==> src/rtl/addsub_multicycle.sv <==
// Multi-cycle adder/subtractor: one SLICE-bit lookahead slice per clock, LSB slice first,
// with the inter-slice carry held in a register. Start/done handshake.
module addsub_multicycle #(
    parameter int unsigned WIDTH = 32,
    parameter int unsigned SLICE = 16
) (
    input  logic             clk,
    input  logic             rst_n,
    input  logic             start,
    input  logic             sub,
    input  logic [WIDTH-1:0] a,
    input  logic [WIDTH-1:0] b,
    output logic             busy,
    output logic             done,
    output logic [WIDTH-1:0] s,
    output logic             co,
    output logic             ov,
    output logic             zero
);

    localparam int unsigned NSLICE = WIDTH / SLICE;
    localparam int unsigned IW     = (NSLICE > 1) ? $clog2(NSLICE) : 1;
    localparam logic [IW-1:0]    LastIdx   = IW'(NSLICE - 1);
    localparam logic [WIDTH-1:0] SliceMask = WIDTH'({SLICE{1'b1}});

    typedef enum logic [1:0] {StIdle, StRun, StDone} state_e;

    state_e           state_q, state_d;
    logic [WIDTH-1:0] op_a_q, op_a_d, op_b_q, op_b_d, s_q, s_d;
    logic [IW-1:0]    idx_q, idx_d;
    logic             sub_q, sub_d, carry_q, carry_d;
    logic             busy_q, busy_d, done_q, done_d;
    logic             co_q, co_d, ov_q, ov_d, zero_q, zero_d;

    logic [31:0]      base;
    logic [SLICE-1:0] slice_a, slice_b, slice_sum;
    logic             slice_co, msb_ci;
    logic [WIDTH-1:0] s_wr;

    assign base = 32'(idx_q) * 32'(SLICE);

    // Current slice of the operands, B conditionally inverted for subtraction.
    always_comb begin
        slice_a = SLICE'(op_a_q >> base);
        slice_b = SLICE'(op_b_q >> base) ^ {SLICE{sub_q}};
        {slice_co, slice_sum} = {1'b0, slice_a} + {1'b0, slice_b} + {{SLICE{1'b0}}, carry_q};
        // Carry into the slice MSB recovered from its sum bit; only used on the last slice.
        msb_ci = slice_sum[SLICE-1] ^ slice_a[SLICE-1] ^ slice_b[SLICE-1];
        s_wr   = (s_q & ~(SliceMask << base)) | (WIDTH'(slice_sum) << base);
    end

    always_comb begin
        state_d = state_q;
        op_a_d  = op_a_q;
        op_b_d  = op_b_q;
        sub_d   = sub_q;
        carry_d = carry_q;
        idx_d   = idx_q;
        s_d     = s_q;
        co_d    = co_q;
        ov_d    = ov_q;
        zero_d  = zero_q;
        busy_d  = 1'b0;
        done_d  = 1'b0;
        case (state_q)
            StRun: begin
                s_d     = s_wr;
                carry_d = slice_co;
                idx_d   = idx_q + 1'b1;
                busy_d  = 1'b1;
                if (idx_q == LastIdx) begin
                    co_d    = slice_co;
                    ov_d    = msb_ci ^ slice_co;
                    zero_d  = (s_wr == '0);
                    state_d = StDone;
                    busy_d  = 1'b0;
                    done_d  = 1'b1;
                end
            end
            default: begin
                if (start) begin
                    op_a_d  = a;
                    op_b_d  = b;
                    sub_d   = sub;
                    carry_d = sub;
                    idx_d   = '0;
                    s_d     = '0;
                    co_d    = 1'b0;
                    ov_d    = 1'b0;
                    zero_d  = 1'b0;
                    state_d = StRun;
                    busy_d  = 1'b1;
                end else begin
                    state_d = StIdle;
                end
            end
        endcase
    end

    always_ff @(posedge clk or negedge rst_n) begin
        if (!rst_n) begin
            state_q <= StIdle;
            op_a_q  <= '0;
            op_b_q  <= '0;
            sub_q   <= 1'b0;
            carry_q <= 1'b0;
            idx_q   <= '0;
            s_q     <= '0;
            co_q    <= 1'b0;
            ov_q    <= 1'b0;
            zero_q  <= 1'b0;
            busy_q  <= 1'b0;
            done_q  <= 1'b0;
        end else begin
            state_q <= state_d;
            op_a_q  <= op_a_d;
            op_b_q  <= op_b_d;
            sub_q   <= sub_d;
            carry_q <= carry_d;
            idx_q   <= idx_d;
            s_q     <= s_d;
            co_q    <= co_d;
            ov_q    <= ov_d;
            zero_q  <= zero_d;
            busy_q  <= busy_d;
            done_q  <= done_d;
        end
    end

    assign busy = busy_q;
    assign done = done_q;
    assign s    = s_q;
    assign co   = co_q;
    assign ov   = ov_q;
    assign zero = zero_q;

endmodule

==> config.mk <==
export PLATFORM = sky130hd
export DESIGN_NAME = addsub_multicycle
export DESIGN_NICKNAME = d
export VERILOG_FILES = /design/src/rtl/addsub_multicycle.sv
export SDC_FILE = /design/constraint.sdc
export NUM_CORES = 1
export LEC_CHECK = 0
export ABC_AREA = 1
export ABC_CLOCK_PERIOD_IN_PS = 8250
export CORE_ASPECT_RATIO = 0.7
export CORE_MARGIN = 10
export CORE_UTILIZATION = 58
export DETAILED_ROUTE_END_ITERATION = 16
export PLACE_DENSITY = 0.86
export SLEW_MARGIN = 20
export SYNTH_ARGS = -nofsm -noshare
export SYNTH_HDL_FRONTEND = slang
export SYNTH_SLANG_ARGS = --single-unit
==> constraint.sdc <==
create_clock -name clk -period 8.25 [get_ports clk]
set_clock_uncertainty 0.15 [all_clocks]
set_input_delay 1.65 -clock clk [delete_from_list [all_inputs] [get_ports clk]]
set_output_delay 1.65 -clock clk [all_outputs]
set_load 0.03 [all_outputs]
==> results_slide.txt, run 1 <==
Physical Implementation Snapshot

Status
  • Outcome: finished, final reports clean

STA
  • Unrepaired setup endpoints after global routing: false
  • Fmax: 0.259 GHz
  • Final min period: just under 4 ns
  • Slew of the pin with the lowest slew margin: between 1 and 1.5 ns
  • Final Hold Vio Count: 0
  • # setup viols final: 0
  • Max-slew violations: 0
  • Slew headroom: 0.286
  • Setup_tns: 0 ns
  • Hold slack final: about 0.33 ns
  • Cycle use final: 0.469

GRT
  • Number of global-route vias before repair: 5320
  • GRT overflow: 0
  • Initial antenna violation count: 0
  • Largest net degree at the start of global routing: 75
  • First-pass GRT wire length: around 26000 um

Placement
  • Post-placement cell area: between 7000 and 8000 um^2
  • I/O Buffers: 104

Synth
  • Post-Synth AOI/OAI Area: 0.0660
  • Cells after synthesis: around 860
  • YS chip area: around 6000 um^2
  • Simple-gate share of the synthesized area: 0.359
  • Synth area leaders: dfrtp_1 43%, nand2_1 27%, inv_1 4.7%
  • Adders+Majority by Area: 0.0372
  • Synthesized area: slightly above 6000 um^2
  • # Cells Yosys: 860
  • Main logic family: simple AND/OR/NAND/NOR gates
  • Synth mux share: 0.00163
  • Syn_nets: approximately 950
  • YS warnings: 0
  • Register bit total from synthesis: ~110
  • Synth Area per Inst: 7.12 um^2

CTS
  • Latest clock arrival within the worst-skew pair: between 0.3 and 0.4 ns
  • CTS tree: done
  • H-tree lvl count: 3
  • Post-CTS Resized: 0
  • Hold_buf cts: 0
  • Post-CTS Setup Repair Bufs: 0

Routing
  • DRT iter0 DRCs: roughly 510
  • Via count: 5652
  • Antenna-violating nets left: 0
  • Via-per-instance ratio: 5.23
  • Post-route DRC: 0

Layout
  • Commonest non-fill, non-tap cells in the layout: 432 x nand2_1, 105 x dfrtp_1, 103 x clkdlybuf4s50_1, 75 x inv_1, 48 x nand3_1
  • Fin nets: between 1k and 1.5k
  • Post-route cell area: between 7000 and 8000 um^2
  • Ant. Diodes: 0
  • Syn-to-layout area delta: 22.6%
  • Share of layout cells above drive strength 1: 0.0601

Critical path
  • Critical R2R Launch: idx_q$_DFFE_PN0P_
  • Startpoint types: register
  • Crit Path Category: register to register
  • CP Capture Type: register
  • R2R cell count: 20
  • CP required: 8.38 ns
  • Critical Path Fanout Max: about 74
  • Most frequent CP cell: nand2_1
  • Worst R2R Setup Slack: ~4.4 ns
  • Critical Path Slowest Stage Cell: buf_4
  • Worst r2r dst: zero$_DFFE_PN0P_
  • Worst-path cell chain: buf_4 > inv_1 > buf_4 > nand2_1 > nand2_1 > xor2_1 > ha_1 > nand2_1 > inv_1 > nand2_1 > nand2_1 > a21oi_1 > nand2_1 > nand2_2 > nand3_1 > nand2_1 > nand2_1 > nor2_1 > nand3_1 > o21ai_1

Die
  • I/O pin total: 105
  • Row count: 31
  • FP Util: 0.594
  • Die Footprint: between 15000 and 20000 um^2

Worst hold path
  • Hold WC Path Type: register to register
  • Hold Path Stages: 2
  • Hold endpoint: op_a_q[29]$_DFFE_PN0P_

Job
  • Max-cap viol count: 0
  • Tool warnings: 26
==> run 1: synthesized netlist by cell type, drive strengths merged <==
library cell	n
a21oi	15
a22o	8
and2	1
buf	25
clkbuf	11
clkinv	1
dfrtp	106
fa	2
ha	15
inv	81
mux2i	1
nand2	447
nand3	53
nand3b	1
nand4	3
nor2	28
nor3	1
o211ai	2
o21a	1
o21ai	18
o21bai	1
o221ai	1
o22ai	19
or2	2
xor2	17
==> run 1: how the worst max path moves through the flow <==
| stage | startpoint | endpoint | slack, ns |
|---|---|---|---|
| after global placement | start | sub_q$_DFFE_PN0P_ | 4.25 |
| after global routing | idx_q$_DFFE_PN0P_ | zero$_DFFE_PN0P_ | 4.04 |
| after CTS | idx_q$_DFFE_PN0P_ | zero$_DFFE_PN0P_ | 4.44 |
| final | idx_q$_DFFE_PN0P_ | zero$_DFFE_PN0P_ | 4.38 |
| after floorplan | idx_q$_DFFE_PN0P_ | zero$_DFFE_PN0P_ | 5.09 |
| after detailed placement | start | sub_q$_DFFE_PN0P_ | 4.19 |
==> run 1: state kept, by name (all words and copies together), names as in the netlist <==
name / count
op_a_q: 32
co: 1
zero: 1
sub_q: 1
op_b_q: 32
idx_q: 1
done: 1
ov: 1
state_q: 2
busy: 1
carry_q: 1
s: 32
==> run 1: final cells by class <==
type / instances / area [um^2]
multi-input combinational: 636 / 3000
fill: 861 / 2810
sequential: 106 / 2650
timing repair buffer: 109 / 1080
inverter: 82 / 308
clock buffer: 9 / 225
tap: 132 / 165
clock inverter: 7 / 83.8
==> run 1: critical path, delay by kind of cell (launching register included) <==
kind / cells / cell delay (ns)
buffers and inverters: 4 / 1.11
AND/OR/NAND/NOR: 12 / 1.11
flip-flops: 1 / 0.39
adder cells (fa/ha/maj): 1 / 0.36
AND-OR/OR-AND: 2 / 0.35
XOR/XNOR: 1 / 0.29
==> run 1: through the flow <==
stage | setup slack, ns | instances
2_1_floorplan | 5.09 | 860
3_3_place_gp | 4.25 | 1065
3_5_place_dp | 4.19 | 1065
4_1_cts | 4.44 | 1081
5_1_grt | 4.04 | 1081
6_report | 4.38 | 1081
==> run 1: cell families (layout without fill, tap and decap cells) <==
kind of cell    after synthesis  count (layout)
mux                           1               1
xor+xnor                     17              17
buf+inv                     118             207
simple gates                536             536
fa+ha+maj                    17              17
flops                       106             106
compound gates               65              65
==> run 1: metal layers <==
layer / track usage / wire (um) / vias to the layer above
met4: 0.0492 / 200 / 0
met1: 0.298 / 7510 / 2600
li1: - / - / 2835
met5: 0 / 0 / -
met2: 0.327 / 7110 / 195
met3: 0.0534 / 1230 / 22
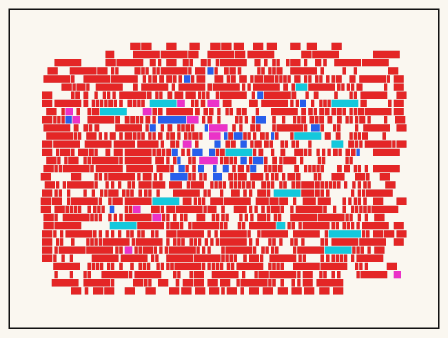
run_1/sizing.png
Blue stands for x2, cells 30. Red stands for x1 and smaller, cells 892. Cyan stands for x6 and larger, cells 13. Magenta stands for x3 and x4, cells 14.

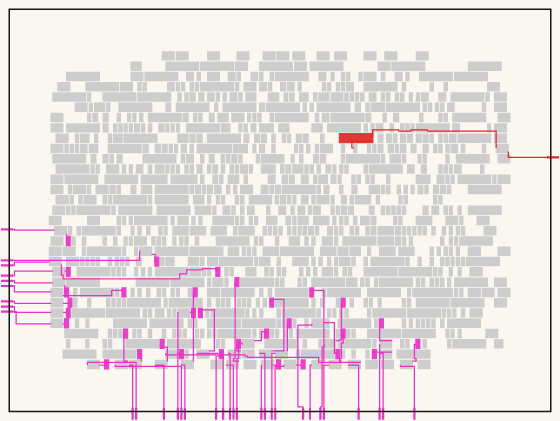
run_1/port_trees.png
Red stands for `ov`, bits 1, direction output, edge east, end cells 1, buffers 1, wire 59.4 um. Magenta stands for `b`, bits 32, direction input, edge 23 south, 9 west, end cells 32, buffers 32, wire 846 um.

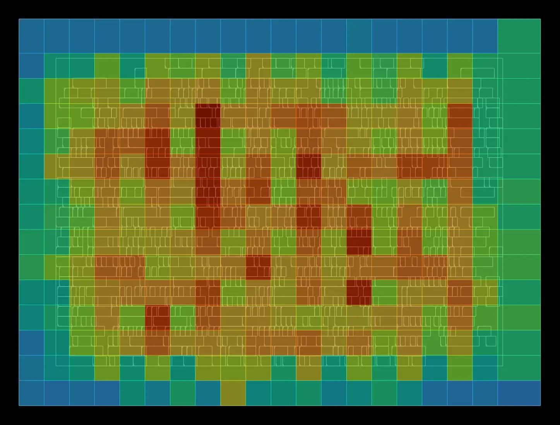
run_1/congestion_map.png
Avg WL per Cell: 14.8 um
GR Util met3: 0.0534
total track usage: 0.213

==> inputs of run 2 (changes only) <==
--- a/config.mk
+++ b/config.mk
@@ -6,12 +6,12 @@
 export NUM_CORES = 1
 export LEC_CHECK = 0
 export ABC_AREA = 1
-export ABC_CLOCK_PERIOD_IN_PS = 8250
+export ABC_CLOCK_PERIOD_IN_PS = 3300
 export CORE_ASPECT_RATIO = 0.7
 export CORE_MARGIN = 10
-export CORE_UTILIZATION = 58
+export CORE_UTILIZATION = 49
 export DETAILED_ROUTE_END_ITERATION = 16
-export PLACE_DENSITY = 0.86
+export PLACE_DENSITY = 0.78
 export SLEW_MARGIN = 20
 export SYNTH_ARGS = -nofsm -noshare
 export SYNTH_HDL_FRONTEND = slang
==> constraint.sdc (replaced) <==
create_clock -name clk -period 3.3 [get_ports clk]
set_clock_uncertainty 0.15 [all_clocks]
set_input_delay 0.66 -clock clk [delete_from_list [all_inputs] [get_ports clk]]
set_output_delay 0.66 -clock clk [all_outputs]
set_load 0.03 [all_outputs]
==> results_slide.txt, run 2 <==
Physical Implementation Snapshot

STA
  • Final Hold Vio Count: 0 (unchanged)
  • Setup_tns: 0 ns (unchanged)
  • Setup ws final: 0.254 ns (was 4.38 ns)
  • # setup viols final: 0 (unchanged)
  • Cycle use final: 0.923 (was 0.469)
  • Slew headroom: 0.551 (was 0.286)
  • Fmax: 0.328 GHz (was 0.259 GHz)
  • Final min period: 3.05 ns (was 3.87 ns)
  • Max-slew violations: 0 (unchanged)
  • Slew of the pin with the lowest slew margin: 0.672 ns (was 1.07 ns)

Routing
  • Post-route DRC: 0 (unchanged)
  • Via-per-instance ratio: 5.04 (was 5.23)
  • DRT iter0 DRCs: 491 (was 513)
  • Via count: 5655 (was 5652)
  • Antenna-violating nets left: 0 (unchanged)

Synth
  • Register bit total from synthesis: 106 (unchanged)
  • Synth cell count leaders: 433 x nand2_1, 106 x dfrtp_1, 76 x inv_1, 48 x nand3_1, 26 x nor2_1 (unchanged)
  • Synth area leaders: dfrtp_1 43%, nand2_1 27%, inv_1 4.7% (unchanged)
  • Most used flip-flop cell: dfrtp_1 (unchanged)
  • YS warnings: 0 (unchanged)
  • Cells after synthesis: 860 (unchanged)
  • # Cells Yosys: 860 (unchanged)
  • Syn_nets: 945 (unchanged)
  • Synth Area per Inst: 7.12 um^2 (unchanged)
  • Yosys top cell by instances: nand2_1 (unchanged)
  • Ys async rst share: 1.00 (unchanged)
  • Synthesized area: 6120 um^2 (unchanged)

Die
  • Die Footprint: 17400 um^2 (was 15100 um^2)
  • Row count: 34 (was 31)
  • FP Util: 0.496 (was 0.594)
  • I/O pin total: 105 (unchanged)

Critical path
  • Worst r2r dst: zero$_DFFE_PN0P_ (unchanged)
  • Critical Path Slowest Stage Cell: dfrtp_2 (was buf_4)
  • Worst-path cell chain: inv_2 > nand2_1 > nand2_1 > xor2_1 > fa_1 > fa_2 > inv_1 > nand2_1 > nand2_4 > nand3_4 > nand2_4 > nand2_1 > nand3_1 > nand3_1 > nand2_1 > nand2_1 > nor2_2 > nand3_1 > o21ai_1 (was buf_4 > inv_1 > buf_4 > nand2_1 > nand2_1 > xor2_1 > ha_1 > nand2_1 > inv_1 > nand2_1 > nand2_1 > a21oi_1 > nand2_1 > nand2_2 > nand3_1 > nand2_1 > nand2_1 > nor2_1 > nand3_1 > o21ai_1)
  • R2R cell count: 19 (was 20)
  • CP required: 3.42 ns (was 8.38 ns)
  • Crit Path Category: register to register (unchanged)
  • Critical R2R Launch: idx_q$_DFFE_PN0P_ (unchanged)
  • Most frequent CP cell: nand2_1 (unchanged)
  • Worst R2R Setup Slack: 0.25 ns (was 4.38 ns)
  • Critical Path Fanout Max: 6 (was 74)
  • CP Capture Type: register (unchanged)

CTS
  • H-tree lvl count: 3 (unchanged)
  • Hold_buf cts: 0 (unchanged)
  • Latest clock arrival within the worst-skew pair: 0.35 ns (about the same)
  • CTS tree: done (unchanged)

GRT
  • Number of global-route vias before repair: 5571 (was 5320)
  • Largest net degree at the start of global routing: 71 (was 75)
  • GRT overflow: 0 (unchanged)
  • Initial antenna violation count: 0 (unchanged)
  • First-pass GRT wire length: 27800 um (was 26400 um)

Status
  • Outcome: finished, final reports clean (unchanged)

Placement
  • DP Worst Slack: 0.209 ns (was 4.19 ns)
  • I/O Buffers: 104 (unchanged)

Layout
  • Commonest non-fill, non-tap cells in the layout: 432 x nand2_1, 105 x dfrtp_1, 103 x clkdlybuf4s50_1, 74 x inv_1, 48 x nand3_1 (was 432 x nand2_1, 105 x dfrtp_1, 103 x clkdlybuf4s50_1, 75 x inv_1, 48 x nand3_1)
  • Fin nets: 1041 (was 1029)
  • Syn-to-layout area delta: 25.1% (was 22.6%)
  • Fill count: 1126 (was 861)
  • Ant. Diodes: 0 (unchanged)

Job
  • Max-cap viol count: 0 (unchanged)

Worst hold path
  • Hold WC Path Type: primary input to async pin (was register to register)
[run 2: cell counts after synthesis]
Identical to the previous run, type by type.
[run 2: area by class of cell]
type	count	area, um^2	share of cell area
Multi-Input combinational cell	636	3000	0.392
Clock inverter	5	67.6	0.00882
Inverter	82	308	0.0402
Timing Repair Buffer	121	1190	0.156
Tap cell	162	203	0.0265
Clock buffer	11	233	0.0304
Sequential cell	106	2650	0.346
[run 2: cell families after synthesis]
logic type                 share of synthesized area
buffers and inverters                         0.0780
muxes                                        0.00163
adders and majority gates                     0.0372
and+or+nand+nor                                0.359
DFF                                            0.433
AOI/OAI and AO/OA                             0.0660
xor gates and xnor gates                      0.0255
[run 2: critical path: cells and delay by family (launching register included)]
kind / cells / cell delay [ns]
AND-OR/OR-AND: 1 / 0.13
XOR/XNOR: 1 / 0.15
adder cells (fa/ha/maj): 2 / 0.78
buffers and inverters: 2 / 0.15
flip-flops: 1 / 0.43
AND/OR/NAND/NOR: 13 / 1.19
[run 2: per-layer routing]
metal  GRT usage  vias up  part of all wire
met2       0.287      168              0.44
met3      0.0463       13             0.066
met4      0.0383        0            0.0086
met1       0.272     2614              0.49
met5           0        -                 0
li1            -     2860                 -
[run 2: stage by stage]
stage | area, um^2 | instances
floorplan | 6120 | 860
CTS | 7650 | 1123
global route | 7660 | 1123
detailed placement | 7350 | 1107
global placement | 7350 | 1107
finish | 7660 | 1123
[run 2: timing repair]
item,in CTS,in global routing
resized,0,4
endpoints found under the setup margin,0,1
setup buffers,0,0
[run 2: worst max-delay path by stage]
stage	start	end	slack, ns	depth (start not counted)
after global placement	idx_q$_DFFE_PN0P_	zero$_DFFE_PN0P_	0.27	19
after floorplan	idx_q$_DFFE_PN0P_	zero$_DFFE_PN0P_	0.14	20
final	idx_q$_DFFE_PN0P_	zero$_DFFE_PN0P_	0.25	19
after detailed placement	idx_q$_DFFE_PN0P_	zero$_DFFE_PN0P_	0.21	19
after global routing	idx_q$_DFFE_PN0P_	zero$_DFFE_PN0P_	0.001	20
after CTS	idx_q$_DFFE_PN0P_	zero$_DFFE_PN0P_	0.16	19
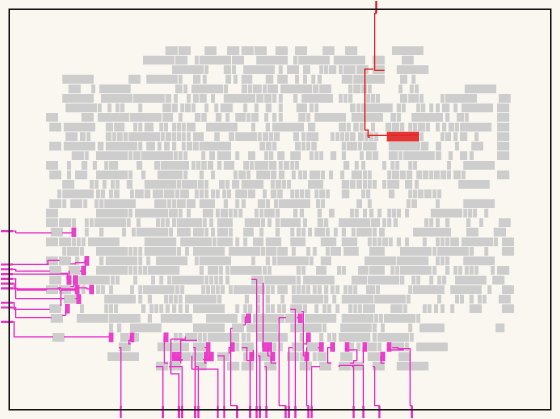
run_2/port_trees.png
Red stands for `ov`, bits 1, direction output, edge north, end cells 1, buffers 1, wire 57.5 um. Magenta stands for `b`, bits 32, direction input, edge 22 south, 10 west, end cells 32, buffers 32, wire 735 um.

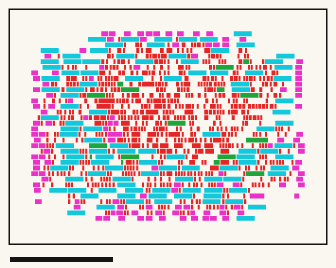
run_2/class_map.png
The bar under the picture is 50 um long.
Cyan stands for registers, cells 106. Green stands for clock drivers and dummy loads, cells 16. Magenta stands for remaining buffers and delay cells, cells 121. Red stands for remaining logic cells, cells 718.

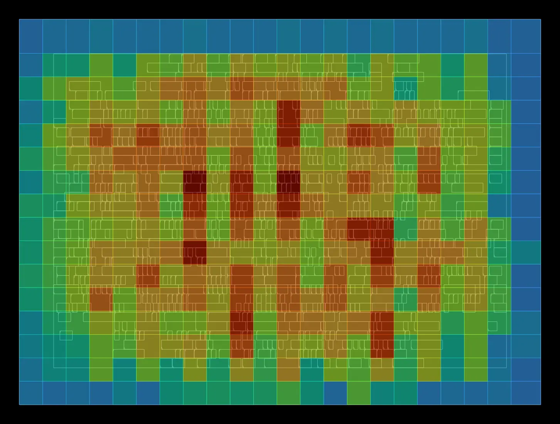
run_2/congestion_map.png
met1 usage: 0.272
Avg WL per Cell: 14.7 um
GR Util met3: 0.0463
total track usage: 0.190

==> inputs of run 3 (changes only) <==
--- a/config.mk
+++ b/config.mk
@@ -11,6 +11,7 @@
 export CORE_MARGIN = 10
 export CORE_UTILIZATION = 49
 export DETAILED_ROUTE_END_ITERATION = 16
+export HOLD_SLACK_MARGIN = 0.1
 export PLACE_DENSITY = 0.78
 export SLEW_MARGIN = 20
 export SYNTH_ARGS = -nofsm -noshare
==> results_slide.txt, run 3 <==
Physical Implementation Snapshot

Status
  • Outcome: finished, final reports clean (unchanged)

STA
  • Max-slew violations: 0 (unchanged)
  • Fmax: 0.328 GHz (unchanged)
  • Final Hold Vio Count: 0 (unchanged)
  • Slew of the pin with the lowest slew margin: 0.672 ns (unchanged)
  • Cycle use final: 0.923 (unchanged)
  • Unrepaired setup endpoints after global routing: false (unchanged)
  • Setup ws final: 0.254 ns (unchanged)
  • Final min period: 3.05 ns (unchanged)
  • Setup_tns: 0 ns (unchanged)
  • # setup viols final: 0 (unchanged)
  • Slew headroom: 0.551 (unchanged)

Critical path
  • Max incr delay on CP: 0.43 ns (about the same)
  • Worst path arrival time: 3.17 ns (about the same)
  • Most frequent CP cell: nand2_1 (unchanged)
  • Worst-path cell chain: inv_2 > nand2_1 > nand2_1 > xor2_1 > fa_1 > fa_2 > inv_1 > nand2_1 > nand2_4 > nand3_4 > nand2_4 > nand2_1 > nand3_1 > nand3_1 > nand2_1 > nand2_1 > nor2_2 > nand3_1 > o21ai_1 (unchanged)
  • Critical Path Fanout Max: 6 (unchanged)
  • R2R cell count: 19 (unchanged)
  • Worst r2r dst: zero$_DFFE_PN0P_ (unchanged)
  • Worst R2R Setup Slack: 0.25 ns (about the same)
  • CP required: 3.42 ns (about the same)
  • Critical Path Slowest Stage Cell: dfrtp_2 (unchanged)
  • Critical R2R Launch: idx_q$_DFFE_PN0P_ (unchanged)
  • Startpoint types: register (unchanged)
  • CP Capture Type: register (unchanged)
  • Crit Path Category: register to register (unchanged)

Synth
  • Most used flip-flop cell: dfrtp_1 (unchanged)
  • Count of library flops with an enable pin: 0 (unchanged)
  • YS chip area: 6120 um^2 (unchanged)
  • Area leader, netlist: dfrtp_1 (unchanged)
  • Yosys top cell by instances: nand2_1 (unchanged)
  • Ys async rst share: 1.00 (unchanged)
  • Synthesized area: 6120 um^2 (unchanged)
  • Syn_nets: 945 (unchanged)
  • # Cells Yosys: 860 (unchanged)
  • Synth Area per Inst: 7.12 um^2 (unchanged)
  • YS warnings: 0 (unchanged)
  • Synth area leaders: dfrtp_1 43%, nand2_1 27%, inv_1 4.7% (unchanged)
  • Post-synth cell types: 38 (unchanged)
  • Synth Seq Share: 0.433 (unchanged)
  • Synth cell count leaders: 433 x nand2_1, 106 x dfrtp_1, 76 x inv_1, 48 x nand3_1, 26 x nor2_1 (unchanged)
  • Register bit total from synthesis: 106 (unchanged)
  • Cells after synthesis: 860 (unchanged)
  • Dominant cell area share: 0.433 (unchanged)

CTS
  • Hold_buf cts: 0 (unchanged)
  • Total CTS buffers: 9 (unchanged)
  • Latest clock arrival within the worst-skew pair: 0.35 ns (about the same)
  • Clk root buf: clkbuf_16 (unchanged)
  • Clk sinks: 106 (unchanged)
  • Max clock buf depth: 2 (unchanged)
  • H-tree lvl count: 3 (unchanged)
  • CTS tree: done (unchanged)
  • Clk pin slew, worst setup/hold paths: 0.07 ns (about the same)

GRT
  • Total track usage: 0.190 (unchanged)
  • First-pass GRT wire length: 27800 um (unchanged)
  • GRT overflow: 0 (unchanged)
  • Largest net degree at the start of global routing: 71 (unchanged)
  • Initial antenna violation count: 0 (unchanged)
  • Number of global-route vias before repair: 5571 (unchanged)

Layout
  • Commonest non-fill, non-tap cells in the layout: 432 x nand2_1, 105 x dfrtp_1, 103 x clkdlybuf4s50_1, 74 x inv_1, 48 x nand3_1 (unchanged)
  • Ant. Diodes: 0 (unchanged)
  • Share of layout cells above drive strength 1: 0.0728 (unchanged)
  • Post-route cell area: 7660 um^2 (unchanged)
  • Syn-to-layout area delta: 25.1% (unchanged)
  • Fin nets: 1041 (unchanged)
  • Most used logic cell in the final layout: nand2_1 (unchanged)

Die
  • DIE HEIGHT: 114 um (unchanged)
  • Die Footprint: 17400 um^2 (unchanged)
  • FP Util: 0.496 (unchanged)
  • I/O pin total: 105 (unchanged)
  • Core ar.: 12300 um^2 (unchanged)
  • Die x size: 154 um (unchanged)
  • Row count: 34 (unchanged)

Placement
  • Post-placement cell area: 7350 um^2 (unchanged)
  • Post-detail-place hpwl: 12700 um (unchanged)
  • DP Worst Slack: 0.209 ns (unchanged)
  • I/O Buffers: 104 (unchanged)
  • Placer Congestion: 0.909 (unchanged)

Routing
  • Routed Wire Length: 16500 um (unchanged)
  • Via-per-instance ratio: 5.04 (unchanged)
  • Antenna-violating nets left: 0 (unchanged)
  • Post-route DRC: 0 (unchanged)
  • TritonRoute pass-1 iters: 7 (unchanged)
  • Via count: 5655 (unchanged)
  • DRT iter0 DRCs: 491 (unchanged)
  • Avg WL per Cell: 14.7 um (unchanged)

Job
  • Max-cap viol count: 0 (unchanged)
  • Tool warnings: 26 (unchanged)

Worst hold path
  • Hold WC Path Type: primary input to async pin (unchanged)
==> run 3: cell counts after synthesis <==
Identical to the previous run, type by type.
==> run 3: worst max-delay path by stage <==
stage                      startpoint          endpoint  slack, ns
finish              idx_q$_DFFE_PN0P_  zero$_DFFE_PN0P_       0.25
global route        idx_q$_DFFE_PN0P_  zero$_DFFE_PN0P_      0.001
CTS                 idx_q$_DFFE_PN0P_  zero$_DFFE_PN0P_       0.16
detailed placement  idx_q$_DFFE_PN0P_  zero$_DFFE_PN0P_       0.21
global placement    idx_q$_DFFE_PN0P_  zero$_DFFE_PN0P_       0.27
floorplan           idx_q$_DFFE_PN0P_  zero$_DFFE_PN0P_       0.14
==> run 3: cell type report <==
| type | instances | area [um^2] |
|---|---|---|
| clock buffers | 11 | 233 |
| clock inverters | 5 | 67.6 |
| fillers | 1126 | 4680 |
| inverters | 82 | 308 |
| multi-input cells | 636 | 3000 |
| flip-flops and latches | 106 | 2650 |
| well taps | 162 | 203 |
| repair buffers | 121 | 1190 |
==> run 3: worst max-delay path, delay by kind of cell (launching register included) <==
family          cells  cell delay [ns]
simple gates       13             1.19
fa+ha+maj           2             0.78
flops               1             0.43
buf+inv             2             0.15
xor+xnor            1             0.15
compound gates      1             0.13
==> run 3: cell families after synthesis <==
| family | count (synthesis) | synth area share |
|---|---|---|
| flip-flops | 106 | 0.433 |
| XOR/XNOR | 17 | 0.0255 |
| buffers and inverters | 118 | 0.0780 |
| AND-OR/OR-AND | 65 | 0.0660 |
| AND/OR/NAND/NOR | 536 | 0.359 |
| multiplexers | 1 | 0.00163 |
| adder cells (fa/ha/maj) | 17 | 0.0372 |
==> run 3: repair_timing <==
action                     4_1_cts  5_1_grt
hold endpoints to repair         0        0
setup endpoints to repair        0        1
buffers inserted                 0        0
resized                          0        4
==> run 3: metrics by stage <==
stage          hold slack [ns]  utilization  cells
2_1_floorplan            0.214            -    860
6_report                 0.119        0.621   1123
5_1_grt                  0.150        0.621   1123
3_3_place_gp             0.313        0.596   1107
4_1_cts                  0.134        0.620   1123
3_5_place_dp             0.315        0.596   1107
==> run 3: metal layers <==
metal / wire (um) / up-vias / GRT usage
met5: 0 / - / 0
met4: 142 / 0 / 0.0383
met3: 1090 / 13 / 0.0463
met2: 7230 / 168 / 0.287
met1: 8070 / 2614 / 0.272
li1: - / 2860 / -
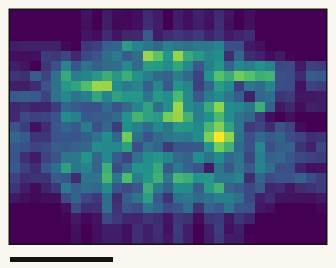
run_3/route_heat.png
The bar under the picture is 50 um long. The die is cut into 31 by 23 equal tiles; dark purple is low, yellow is high, scaled to the fullest tile. Values are wire area over tile area, all layers added.
12% of the tiles are over half the peak. The mean over all tiles is 0.15. 17% of the tiles are nearly empty. The densest ninth of the die: center. The fullest tile reaches 0.62.

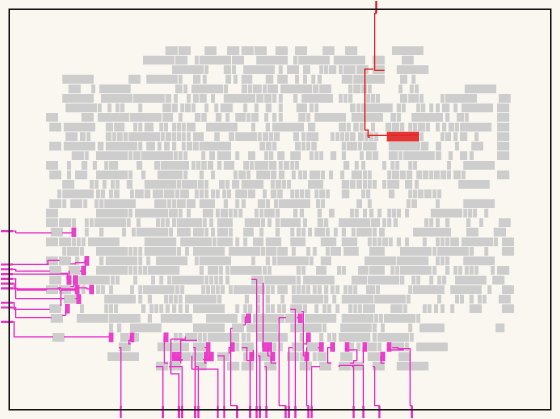
run_3/port_trees.png
Magenta stands for `b`, bits 32, direction input, edge 22 south, 10 west, end cells 32, buffers 32, wire 735 um. Red stands for `ov`, bits 1, direction output, edge north, end cells 1, buffers 1, wire 57.5 um.

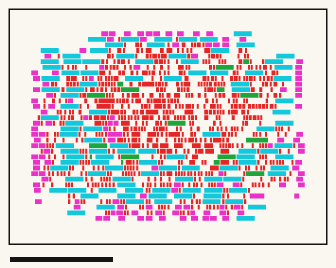
run_3/class_map.png
The bar under the picture is 50 um long.
Red stands for remaining logic cells, cells 718. Cyan stands for registers, cells 106. Magenta stands for remaining buffers and delay cells, cells 121. Green stands for clock drivers and dummy loads, cells 16.

